==> images/placement.png <==
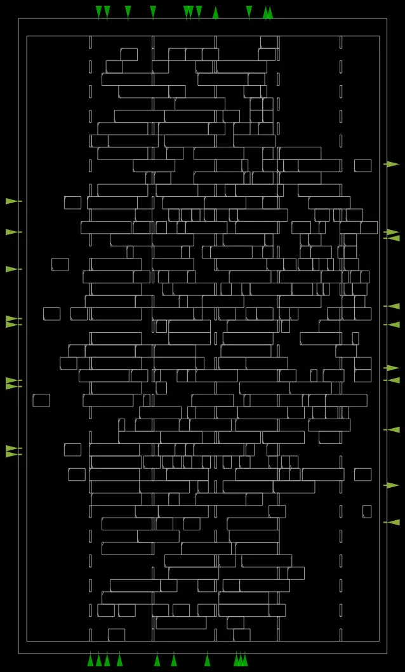
==> images/logic_types.png <==
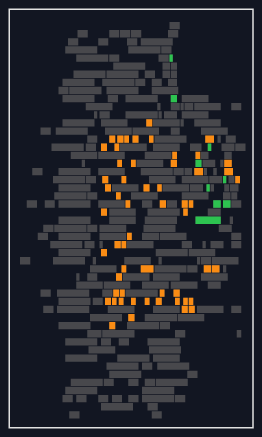
--- src/rtl/lvds_serializer_nlane.sv ---
// N-lane W:1 serializer on the bit clock: frame FIFO, idle-word insertion on underrun,
// lock-step shifting. Define SER_CLKLANE_EN to build the clock lane (out_clk_lane).
module lvds_serializer_nlane #(
  parameter int WIDTH = 7,
  parameter int LANES = 4,
  parameter int DEPTH = 2,
  parameter int LSB_FIRST = 1,
  parameter logic [WIDTH-1:0] IDLE_WORD = '0,
  parameter logic [WIDTH-1:0] CLK_PATTERN = 7'b1100011
) (
  input  logic                   clk,
  input  logic                   rst,
  input  logic                   enable,
  input  logic [LANES*WIDTH-1:0] in_data,
  input  logic                   in_valid,
  output logic                   in_ready,
  input  logic                   underrun_clr,
  output logic [LANES-1:0]       out_lanes,
`ifdef SER_CLKLANE_EN
  output logic                   out_clk_lane,
`endif
  output logic                   frame_strobe,
  output logic                   underrun
);

  localparam int PW = $clog2(DEPTH);
  localparam int CW = PW + 1;
  localparam int BW = $clog2(WIDTH);

  typedef enum logic [1:0] {S_IDLE, S_PRIME, S_RUN} state_t;

  function automatic logic [WIDTH-1:0] shift_word(input logic [WIDTH-1:0] w);
    if (LSB_FIRST != 0) return w >> 1;
    else                return w << 1;
  endfunction

  function automatic logic serial_bit(input logic [WIDTH-1:0] w);
    if (LSB_FIRST != 0) return w[0];
    else                return w[WIDTH-1];
  endfunction

  logic [LANES*WIDTH-1:0]       mem [DEPTH];
  logic [PW-1:0]                wr_ptr, rd_ptr;
  logic [CW-1:0]                count;
  logic                         push, pop, fifo_empty;
  state_t                       state, state_nxt;
  logic [BW-1:0]                bit_cnt;
  logic                         boundary;
  logic                         load_idle, load_fifo, stop, ur_set;
  logic [LANES-1:0][WIDTH-1:0]  sr;
  logic [LANES-1:0][WIDTH-1:0]  idle_frame;

  // in_ready looks only at the registered count, so a full FIFO refuses a push
  // even when a pop happens on the same edge.
  assign in_ready   = (count != CW'(DEPTH));
  assign push       = in_valid && in_ready;
  assign fifo_empty = (count == '0);
  assign idle_frame = {LANES{IDLE_WORD}};
  assign boundary   = (state != S_IDLE) && (bit_cnt == BW'(WIDTH-1));

  always_ff @(posedge clk) begin
    if (push) mem[wr_ptr] <= in_data;
  end

  always_ff @(posedge clk or negedge rst) begin
    if (!rst) begin
      wr_ptr <= '0;
      rd_ptr <= '0;
      count  <= '0;
    end else begin
      if (push) wr_ptr <= wr_ptr + PW'(1);
      if (pop)  rd_ptr <= rd_ptr + PW'(1);
      case ({push, pop})
        2'b10:   count <= count + CW'(1);
        2'b01:   count <= count - CW'(1);
        default: ;
      endcase
    end
  end

  always_ff @(posedge clk or negedge rst) begin
    if (!rst) state <= S_IDLE;
    else      state <= state_nxt;
  end

  always_comb begin
    state_nxt = state;
    case (state)
      S_IDLE:  if (enable) state_nxt = S_PRIME;
      S_PRIME: if (boundary) begin
                 if (!enable)          state_nxt = S_IDLE;
                 else if (!fifo_empty) state_nxt = S_RUN;
               end
      S_RUN:   if (boundary && !enable) state_nxt = S_IDLE;
      default: state_nxt = S_IDLE;
    endcase
  end

  always_comb begin
    load_idle = 1'b0;
    load_fifo = 1'b0;
    pop       = 1'b0;
    stop      = 1'b0;
    ur_set    = 1'b0;
    case (state)
      S_IDLE: load_idle = enable;
      S_PRIME, S_RUN: begin
        if (boundary) begin
          if (!enable) begin
            stop = 1'b1;
          end else if (!fifo_empty) begin
            load_fifo = 1'b1;
            pop       = 1'b1;
          end else begin
            load_idle = 1'b1;
            ur_set    = (state == S_RUN);
          end
        end
      end
      default: ;
    endcase
  end

  always_ff @(posedge clk or negedge rst) begin
    if (!rst)                              bit_cnt <= '0;
    else if (state == S_IDLE || boundary)  bit_cnt <= '0;
    else                                   bit_cnt <= bit_cnt + BW'(1);
  end

  // The serial pins are taken straight from the shift-register flops, so bit 0
  // of a frame is on the pins right after its load edge.
  always_ff @(posedge clk or negedge rst) begin
    if (!rst) begin
      sr           <= '0;
      frame_strobe <= 1'b0;
    end else begin
      frame_strobe <= load_idle || load_fifo;
      if (load_fifo)      sr <= mem[rd_ptr];
      else if (load_idle) sr <= idle_frame;
      else if (stop)      sr <= '0;
      else begin
        for (int k = 0; k < LANES; k++) sr[k] <= shift_word(sr[k]);
      end
    end
  end

  always_comb begin
    for (int k = 0; k < LANES; k++) out_lanes[k] = serial_bit(sr[k]);
  end

`ifdef SER_CLKLANE_EN
  logic [WIDTH-1:0] csr;

  always_ff @(posedge clk or negedge rst) begin
    if (!rst)                        csr <= '0;
    else if (load_idle || load_fifo) csr <= CLK_PATTERN;
    else if (stop)                   csr <= '0;
    else                             csr <= shift_word(csr);
  end

  assign out_clk_lane = serial_bit(csr);
`endif

  // A set on the same edge as a clear wins.
  always_ff @(posedge clk or negedge rst) begin
    if (!rst)              underrun <= 1'b0;
    else if (ur_set)       underrun <= 1'b1;
    else if (underrun_clr) underrun <= 1'b0;
  end

endmodule
--- config.mk ---
export PLATFORM = sky130hd
export DESIGN_NAME = lvds_serializer_nlane
export DESIGN_NICKNAME = d
export VERILOG_FILES = /design/src/rtl/lvds_serializer_nlane.sv
export SDC_FILE = /design/constraint.sdc
export NUM_CORES = 1
export LEC_CHECK = 0
export CORE_ASPECT_RATIO = 1.75
export CORE_MARGIN = 1.5
export CORE_UTILIZATION = 35
export CTS_CLUSTER_DIAMETER = 150
export DETAILED_ROUTE_END_ITERATION = 16
export GPL_TIMING_DRIVEN = 1
export PLACE_DENSITY = 0.6
export SYNTH_ARGS = -nofsm -noshare
export SYNTH_HDL_FRONTEND = slang
export SYNTH_SLANG_ARGS = --single-unit
--- constraint.sdc ---
create_clock -name clk -period 6 [get_ports clk]
set_input_delay 0.9 -clock clk [delete_from_list [all_inputs] [get_ports clk]]
set_output_delay 0.9 -clock clk [all_outputs]
set_load 0.02 [all_outputs]
==> results.ini <==
[floorplanning]
ios=40
rows=49
dieArea_mm2=0.0114
floorplan.core_util_pct=36.2

[clocking]
clock-root-buffer=clkbuf_16
cts_hold_buffers=0
clkLatencyLatePin_ns=0.33
cts_resized=0
path_clk_slew_ns=0.06
numCtsBuffers=9
clock-sinks=95
cts_max_level=3

[final_timing]
finalWorstSetupSlack_ns=3.37
worstMarginPinSlew_ns=1.16
hold_ws_ns=0.463

[finish]
drive_gt1_share_pct=8.39
syn2layout_area_growth_pct=20.7
final_cell_mix=56 x edfxtp_1, 39 x dfrtp_1, 38 x clkdlybuf4s50_1, 29 x mux2i_1, 23 x o22ai_1

[synth]
ys_sh_mux_pct=7.75
topCellsByArea=edfxtp_1 45%, dfrtp_1 26%, mux2i_1 7.7%
ys_area_mm2=0.00375
ys_types=36
ys_seq_share_pct=70.9

[setup_path]
cp-startpoint=enable
crit_arrival_ns=2.87
reg2reg_slack_ns=3.39
crit_chain=clkdlybuf4s50_1, nor3b_2, o21ai_0, o22ai_1
worstPathMaxFanout=24
critPathMaxStageDelay_ns=0.96
reg2reg_to=sr[23]$_DFF_PN0_
r2r_cells=5
endpoint=sr[3]$_DFF_PN0_

[power_and_ir_drop]
p_int_mw=1.34
p_leak_nw=1.80
p_clk_mw=0.582
switching_share_pct=26.0
combPwrFrac_pct=19.7
pg_comb_mw=0.356
p_seq_share_pct=48.1

[routing]
ant_nets=0

[min_path]
holdCritPathClass=reg2reg
hold_path_startpoint=bit_cnt[0]$_DFF_PN0_

[placed_design]
place_hpwl_um=4190

[global_route]
grt_pass1_wl_um=10300
overflow=0

[flow_run]
warning_count=31

[outcome]
status=finished clean

About placement.png:
Core Box Area: 0.0104 mm2
flop count: 95
Non-Filler Instances: 413

About logic_types.png:
family	colour	cells	most used	where
NAND gates	green	9	nand2_1	east
inverting AOI/OAI gates	orange	56	o22ai_1	centre
Top cell excl fill/tap: edfxtp_1
combinational share of cell area: 21.2%

[registers in the layout (all words and copies together) (netlist names)]
signal and count:
bit_cnt 3, count 2, frame_strobe 1, mem 56, out_lanes 4, rd_ptr 1
sr 24, state 2, underrun 1, wr_ptr 1
[metal layers]
metal	track usage, %	wire (um)
met4	6.26	146
met3	2.95	214
met1	12.6	2370
met2	22.4	3660
met5	0	0
[worst max-delay path, delay by kind of cell]
kind                   cells  cell delay [ns]
buffers and inverters      1             0.56
AOI/OAI and AO/OA          2             0.45
and+or+nand+nor            1             0.96
[final cells by class]
class	instances	area (um2)	share of cell area [%]
tap	127	159	3.51
inverter	7	26.3	0.581
timing repair buffer	42	408	9.02
clock inverter	5	71.3	1.58
multi-input combinational	126	958	21.2
sequential	95	2660	58.8
clock buffer	11	243	5.37
